==> config.mk <==
export PLATFORM = sky130hd
export DESIGN_NAME = mem_line_engine
export DESIGN_NICKNAME = d
export VERILOG_FILES = /design/src/rtl/mem_line_engine.sv
export SDC_FILE = /design/constraint.sdc
export NUM_CORES = 1
export LEC_CHECK = 0
export ABC_AREA = 1
export ABC_CLOCK_PERIOD_IN_PS = 2940
export CAP_MARGIN = 25
export CELL_PAD_IN_SITES_DETAIL_PLACEMENT = 1
export CELL_PAD_IN_SITES_GLOBAL_PLACEMENT = 1
export CORE_ASPECT_RATIO = 1.1
export CORE_UTILIZATION = 36
export CTS_CLUSTER_DIAMETER = 120
export DETAILED_ROUTE_END_ITERATION = 10
export PLACE_DENSITY = 0.88
export SYNTH_ARGS = -nofsm -noshare
export SYNTH_HDL_FRONTEND = slang
export SYNTH_SLANG_ARGS = --single-unit
==> constraint.sdc <==
create_clock -name clk -period 2.94 [get_ports clk]
set_clock_uncertainty 0.1 [all_clocks]
set_input_delay 0.735 -clock clk [delete_from_list [all_inputs] [get_ports clk]]
set_output_delay 0.735 -clock clk [all_outputs]
set_load 0.02 [all_outputs]
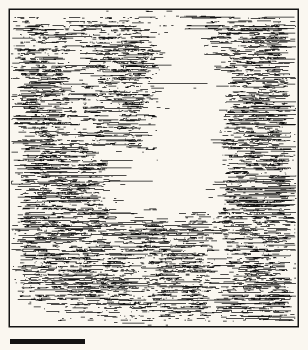
**Above:** run 1 (metal 1).
Scale bar: 50 µm.
longest straight run: 54.3 µm
wire length on this layer: 20.5 mm
nets with wire on the layer: 2015
GR Util met1: 31.1%
total number of vias: 13400
Routed WL: 53300 µm

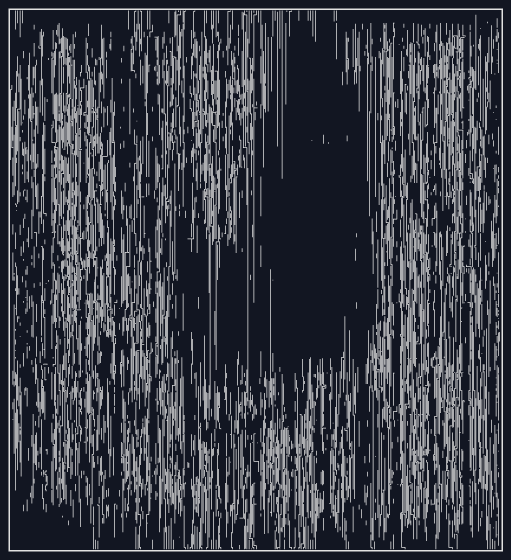
**Above:** run 1 (the metal 2 layer).
share of all routed wire: 50%
main direction: vertical
M2 GR Usage: 47.2%

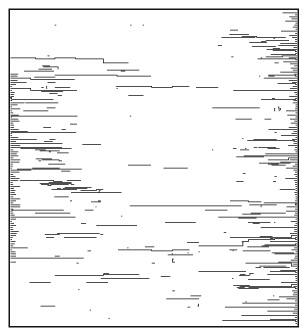
**Above:** run 1 (metal 3).
share of all routed wire: 7.6%
longest straight run: 74.3 µm
wire length on this layer: 4040 µm
nets with wire on the layer: 325
met3 Usage GRT: 5.93%

==> qor.csv, run 1 <==
metric,value,unit
final setup fails,0,
Slew @ Worst Pin,0.876,ns
final worst slack,0.242,ns
Min-Delay Path Class,primary input to asynchronous set/reset pin,
met1 WL,20500,µm
initial antenna violation count,1,
worst-path cell chain,inv_1 > nand2_1 > nor2_1 > dlygate4sd2_1,
"Req. time, crit path",2.11,ns
Post-synth top cells,"nand2_1 (628), dfrtp_1 (325), o21ai_0 (280)",
Cell Type Count,21,
CTS Buf Count,36,
Floorplan Nets,1925,
Pins Over Slew Limit,0,
Max-Cap Viols,0,
Antenna Cells,0,
run status,"finished, final reports clean",
Max Used Layer,met5,
Pwr Density,1210,mW/mm²
clk ins delay skew pair,0.54,ns
Avg WL per Cell,20.6,µm
Nets,2248,
cell taking the most area after synthesis,dfrtp_1,
layout cells sized above 1,5.03,%
OpenROAD warnings,30,
CTS sink cnt,325,
first-pass GRT wire length,83600,µm
Global Route Usage Sum,26.7,%
Async SR Flop Fraction,100,%
clock root cell,clkbuf_16,
Leak,0.00913,µW
H-tree Lvls,2,
final hold violations,0,
Worst Path Max Fanout,5,
cell count after synthesis,1739,
CTS tree,done,
HPWL after detailed placement,35800,µm
Ys Warns,0,
"area share, top type",57.3,%
routed vias/inst,5.18,
R2R depth,7,
Synth Seq Share,57.3,%
Die Wd,191,µm
Synth Flop Type,dfrtp_1,
grt ovf,0,
critical path class,register to primary output,
ys flops,325,
most frequent cell after synthesis,nand2_1,
VDD IR-drop max,0.739,mV
Clock transition at path regs,0.06,ns
Syn Area/Cell,8.17,µm²
Yosys Chip Area,0.0142,mm²
total setup buffers inserted after CTS,0,
DRC Markers,0,
Place WS,0.326,ns
Max-slew headroom,41.6,%
met2 wire length,26900,µm
site row count,75,
crit path max-delay cell type,dfrtp_1,
IO Port Bufs,353,
vias in the first global route,15100,
TNS Setup,0,ns
Post-synth EDFFs,0,
Post-synth area hogs,"dfrtp_1 (57%), nand2_1 (17%), o21ai_0 (9.9%), inv_1 (5.0%), nand3_1 (4.2%)",
max incr delay on CP,0.47,ns
Fmax,0.371,GHz
Die Ht,210,µm
Worst EP arrival,1.86,ns
placed cells,2524,
Max Root-Sink Buffers,3,
worst reg2reg setup slack,0.40,ns
routed wl met3,4040,µm
"antenna viol nets, final",0,
pin count of the biggest net entering global routing,70,
fin crit period,2.70,ns
cycle use final,91.8,%
num ports,354,
GP Congestion,0.856,
drt initial violations,736,
Total Die Area,0.0403,mm²
Mapped Area,0.0142,mm²
Area Growth Syn to Fin,37.6,%
-- run 1: stage by stage --
| step | area, µm² | util (%) | power [µW] | hold slack (ns) |
|---|---|---|---|---|
| 5_1_grt | 19500 | 50.8 | 25200 | 0.0239 |
| 3_3_place_gp | 18300 | 47.5 | 18100 | 0.305 |
| 6_report | 19500 | 50.8 | 23700 | 0.0138 |
| 3_5_place_dp | 18300 | 47.5 | 18800 | 0.312 |
| 4_1_cts | 19500 | 50.8 | 23800 | 0.0181 |
| 2_1_floorplan | 14200 | - | 13700 | 0.339 |
-- run 1: power breakdown --
group	internal [µW]	switching, µW	leakage (µW)	total, µW
clock network	2910	1930	0.000614	4830
logic	4100	6930	0.00442	11000
registers	6660	1190	0.00410	7850
-- run 1: critical path, delay by kind of cell, from the launching register on --
family	cells	cell delay, ns
buffers and inverters	2	0.59
AND/OR/NAND/NOR	2	0.27
flip-flops	1	0.47
-- run 1: routing by layer --
layer,up-vias,global-route usage [%]
li1,6104,-
met1,6654,31.1
met2,536,47.2
met3,117,5.93
met4,2,10.9
met5,-,0
-- run 1: layout by cell type (no fill, tap or decap), types with 5 or more instances in the layout --
| master | Yosys | routed |
|---|---|---|
| nand2_1 | 628 | 628 |
| clkdlybuf4s50_1 | 0 | 351 |
| dfrtp_1 | 325 | 324 |
| o21ai_0 | 280 | 280 |
| inv_1 | 190 | 189 |
| nand3_1 | 118 | 118 |
| a21oi_1 | 65 | 65 |
| clkbuf_16 | 0 | 38 |
| buf_4 | 17 | 28 |
| buf_12 | 0 | 8 |
| clkbuf_8 | 0 | 7 |
| nor2_1 | 7 | 6 |
| ha_1 | 6 | 6 |
| o21ai_1 | 5 | 5 |
| clkinv_2 | 0 | 5 |
| clkbuf_1 | 64 | 5 |
-- run 1: cells by family (layout without fill, tap and decap cells) --
logic type / Yosys count / in the layout / share of synthesized area (%)
adders and majority gates: 6 / 6 / 0.529
buffers and inverters: 296 / 646 / 8.43
DFF: 325 / 325 / 57.3
AOI/OAI and AO/OA: 351 / 351 / 12.4
and+or+nand+nor: 761 / 761 / 21.4
-- run 1: layout make-up --
| type | instances | area, µm² | area share [%] |
|---|---|---|---|
| sequential | 325 | 8130 | 41.6 |
| multi-input combinational | 1118 | 4880 | 25.0 |
| timing repair buffer | 389 | 3910 | 20.0 |
| clock buffer | 50 | 1070 | 5.46 |
| inverter | 192 | 721 | 3.69 |
| tap | 500 | 626 | 3.20 |
| clock inverter | 15 | 203 | 1.04 |
-- run 1: repair_timing --
action / in CTS / in global routing
hold buffers: 0 / 0
resized: 1 / 0
endpoints found under the setup margin: 1 / 0
==> run 2, diff against run 1 <==
- CTS_CLUSTER_DIAMETER: 120 -> 100
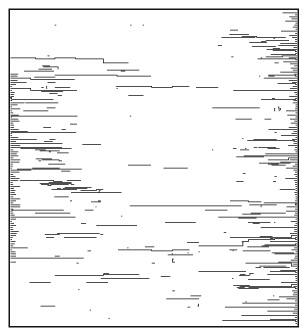
**Above:** run 2 (metal 3).
nets with wire on the layer: 325
longest straight run: 74.3 µm
share of all routed wire: 7.6%
wire length on this layer: 4040 µm
main direction: horizontal

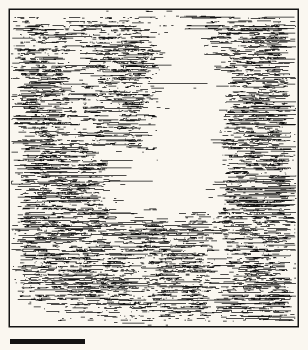
**Above:** run 2 (metal 1).
Scale bar: 50 µm.
longest straight run: 54.3 µm
wire length on this layer: 20.5 mm
main direction: horizontal
nets with wire on the layer: 2015
share of all routed wire: 38%

==> qor.csv, run 2 <==
metric,value,unit,change
IO Port Bufs,353,,unchanged
run status,"finished, final reports clean",,unchanged
CTS sink cnt,325,,unchanged
WP depth,4,,unchanged
Max Used Layer,met5,,unchanged
most frequent cells in the layout,"nand2_1 (628), clkdlybuf4s50_1 (351), dfrtp_1 (324), o21ai_0 (280), inv_1 (189)",,unchanged
ys flops,325,,unchanged
Pins Over Slew Limit,0,,unchanged
area of the core,0.0385,mm²,unchanged
Nets,2248,,unchanged
post-route insts no fill,2589,,unchanged
initial antenna violation count,1,,unchanged
worst-path cell chain,inv_1 > nand2_1 > nor2_1 > dlygate4sd2_1,,unchanged
met2 wire length,26900,µm,unchanged
TNS Setup,0,ns,unchanged
routed wl met3,4040,µm,unchanged
Max-slew headroom,41.6,%,unchanged
FP Util,36.9,%,unchanged
OpenROAD warnings,30,,unchanged
Detailed Routing Iterations Pass 1,6,,unchanged
Place WS,0.326,ns,unchanged
Max-Cap Viols,0,,unchanged
most common logic cell in the routed design,nand2_1,,unchanged
max incr delay on CP,0.47,ns,about the same
Mapped Area,0.0142,mm²,unchanged
"Req. time, crit path",2.11,ns,about the same
Leak,0.00913,µW,unchanged
worst reg2reg setup slack,0.40,ns,about the same
DRC Markers,0,,unchanged
drt initial violations,736,,unchanged
critical path class,register to primary output,,unchanged
crit path max-delay cell type,dfrtp_1,,unchanged
Yosys Chip Area,0.0142,mm²,unchanged
Post-CTS Hold Fix Bufs,0,,unchanged
Slew @ Worst Pin,0.876,ns,unchanged
first-pass GRT wire length,83600,µm,unchanged
Cell Type Count,21,,unchanged
Routed WL,53300,µm,unchanged
worst path bufs/invs,2,,unchanged
Synth Seq Share,57.3,%,unchanged
Async SR Flop Fraction,100,%,unchanged
num ports,354,,unchanged
number of cells in Yosys stat,1739,,unchanged
R2R depth,7,,unchanged
final setup fails,0,,unchanged
clk ins delay skew pair,0.54,ns,about the same
H-tree Lvls,2,,unchanged
CTS tree,done,,unchanged
Die Ht,210,µm,unchanged
CP Capture Type,primary output,,unchanged
HPWL after detailed placement,35800,µm,unchanged
site row count,75,,unchanged
Floorplan Nets,1925,,unchanged
Pwr Density,1210,mW/mm²,unchanged
combinational gate area,0.00488,mm²,unchanged
cell count after synthesis,1739,,unchanged
Total Die Area,0.0403,mm²,unchanged
Worst Path Max Fanout,5,,unchanged
GP Congestion,0.856,,unchanged
clock root cell,clkbuf_16,,unchanged
Filler Cell Count,4507,,unchanged
CTS Buf Count,36,,unchanged
"area share, top type",57.3,%,unchanged
Clock transition at path regs,0.06,ns,about the same
Post-synth area hogs,"dfrtp_1 (57%), nand2_1 (17%), o21ai_0 (9.9%), inv_1 (5.0%), nand3_1 (4.2%)",,unchanged
"antenna viol nets, final",0,,unchanged
layout cells sized above 1,5.03,%,unchanged
fin crit period,2.70,ns,unchanged
total setup buffers inserted after CTS,0,,unchanged
Ys Warns,0,,unchanged
routed vias/inst,5.18,,unchanged
setup repair after global routing missed its margin,no,,unchanged
placed cells,2524,,unchanged
total power,23700,µW,unchanged
Synth Flop Type,dfrtp_1,,unchanged
Syn Area/Cell,8.17,µm²,unchanged
Startpoint Class,register,,unchanged
Post-synth EDFFs,0,,unchanged
Antenna Cells,0,,unchanged
VDD IR-drop max,0.739,mV,unchanged
total number of vias,13400,,unchanged
Max Root-Sink Buffers,3,,unchanged
"CP delay by family, top",buffers and inverters,,unchanged
cycle use final,91.8,%,unchanged
final worst slack,0.242,ns,unchanged
most frequent cell after synthesis,nand2_1,,unchanged
cell taking the most area after synthesis,dfrtp_1,,unchanged
Storage cell area,0.00813,mm²,unchanged
met1 WL,20500,µm,unchanged
pin count of the biggest net entering global routing,70,,unchanged
Die Wd,191,µm,unchanged
Min-Delay Path Class,primary input to asynchronous set/reset pin,,unchanged
Worst EP arrival,1.86,ns,about the same
vias in the first global route,15100,,unchanged
grt ovf,0,,unchanged
Area Growth Syn to Fin,37.6,%,unchanged
Fmax,0.371,GHz,unchanged
Post-synth top cells,"nand2_1 (628), dfrtp_1 (325), o21ai_0 (280)",,unchanged
final hold violations,0,,unchanged
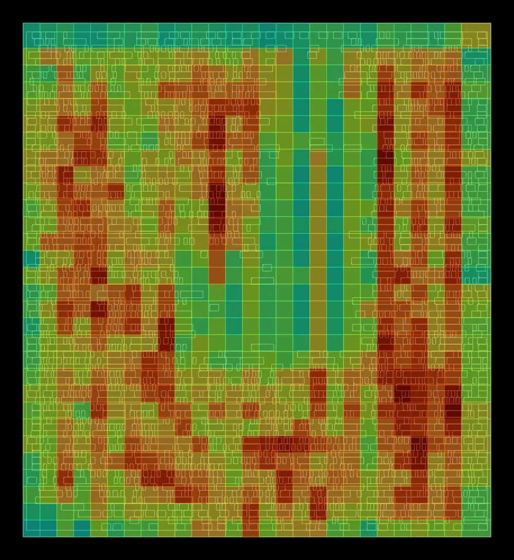
**Above:** run 2 (routing congestion).
final core occ: 50.8%
Global Route Usage Sum: 26.7%
GR peak layer: met2
Avg WL per Cell: 20.6 µm

run 2: cell counts in the layout (fill, tap and decap cells not counted):
Identical to the previous run, type by type.
run 2: stage by stage:
| stage | cell area (µm²) | hold slack [ns] | util, % |
|---|---|---|---|
| 2_1_floorplan | 14200 | 0.339 | - |
| 3_3_place_gp | 18300 | 0.305 | 47.5 |
| 3_5_place_dp | 18300 | 0.312 | 47.5 |
| 4_1_cts | 19500 | 0.0181 | 50.8 |
| 5_1_grt | 19500 | 0.0239 | 50.8 |
| 6_report | 19500 | 0.0138 | 50.8 |
run 2: layout make-up:
| type | count | area share (%) |
|---|---|---|
| clock buffer | 50 | 5.46 |
| clock inverter | 15 | 1.04 |
| inverter | 192 | 3.69 |
| multi-input combinational | 1118 | 25.0 |
| sequential | 325 | 41.6 |
| tap | 500 | 3.20 |
| timing repair buffer | 389 | 20.0 |
run 2: worst register-to-register path, delay by kind of cell, from the launching register on:
| family | cells | cell delay [ns] |
|---|---|---|
| buf+inv | 2 | 0.77 |
| fa+ha+maj | 1 | 0.54 |
| simple gates | 4 | 0.73 |
| flops | 1 | 0.36 |
run 2: logic make-up (layout without fill, tap and decap cells):
logic type / after synthesis / count (layout) / share of synthesized area (%)
flip-flops: 325 / 325 / 57.3
buffers and inverters: 296 / 646 / 8.43
adder cells (fa/ha/maj): 6 / 6 / 0.529
AND-OR/OR-AND: 351 / 351 / 12.4
AND/OR/NAND/NOR: 761 / 761 / 21.4
run 2: routing by layer:
metal,GRT usage (%),vias to the layer above
met5,0,-
met4,10.9,2
met3,5.93,117
met2,47.2,536
met1,31.1,6654
li1,-,6104
run 2: what timing repair did:
action | CTS | global route
endpoints found under the setup margin | 1 | 0
gates resized | 1 | 0
endpoints found under the hold margin | 0 | 0
run 2: power breakdown:
| part | switching [µW] | internal, µW | leakage, µW | total [µW] |
|---|---|---|---|---|
| Combinational | 6930 | 4100 | 0.00442 | 11000 |
| Clock | 1930 | 2910 | 0.000614 | 4830 |
| Sequential | 1190 | 6660 | 0.00410 | 7850 |
| Total | 10100 | 13700 | 0.00913 | 23700 |
No activity file was given, so power comes from the tool's default toggle rates.
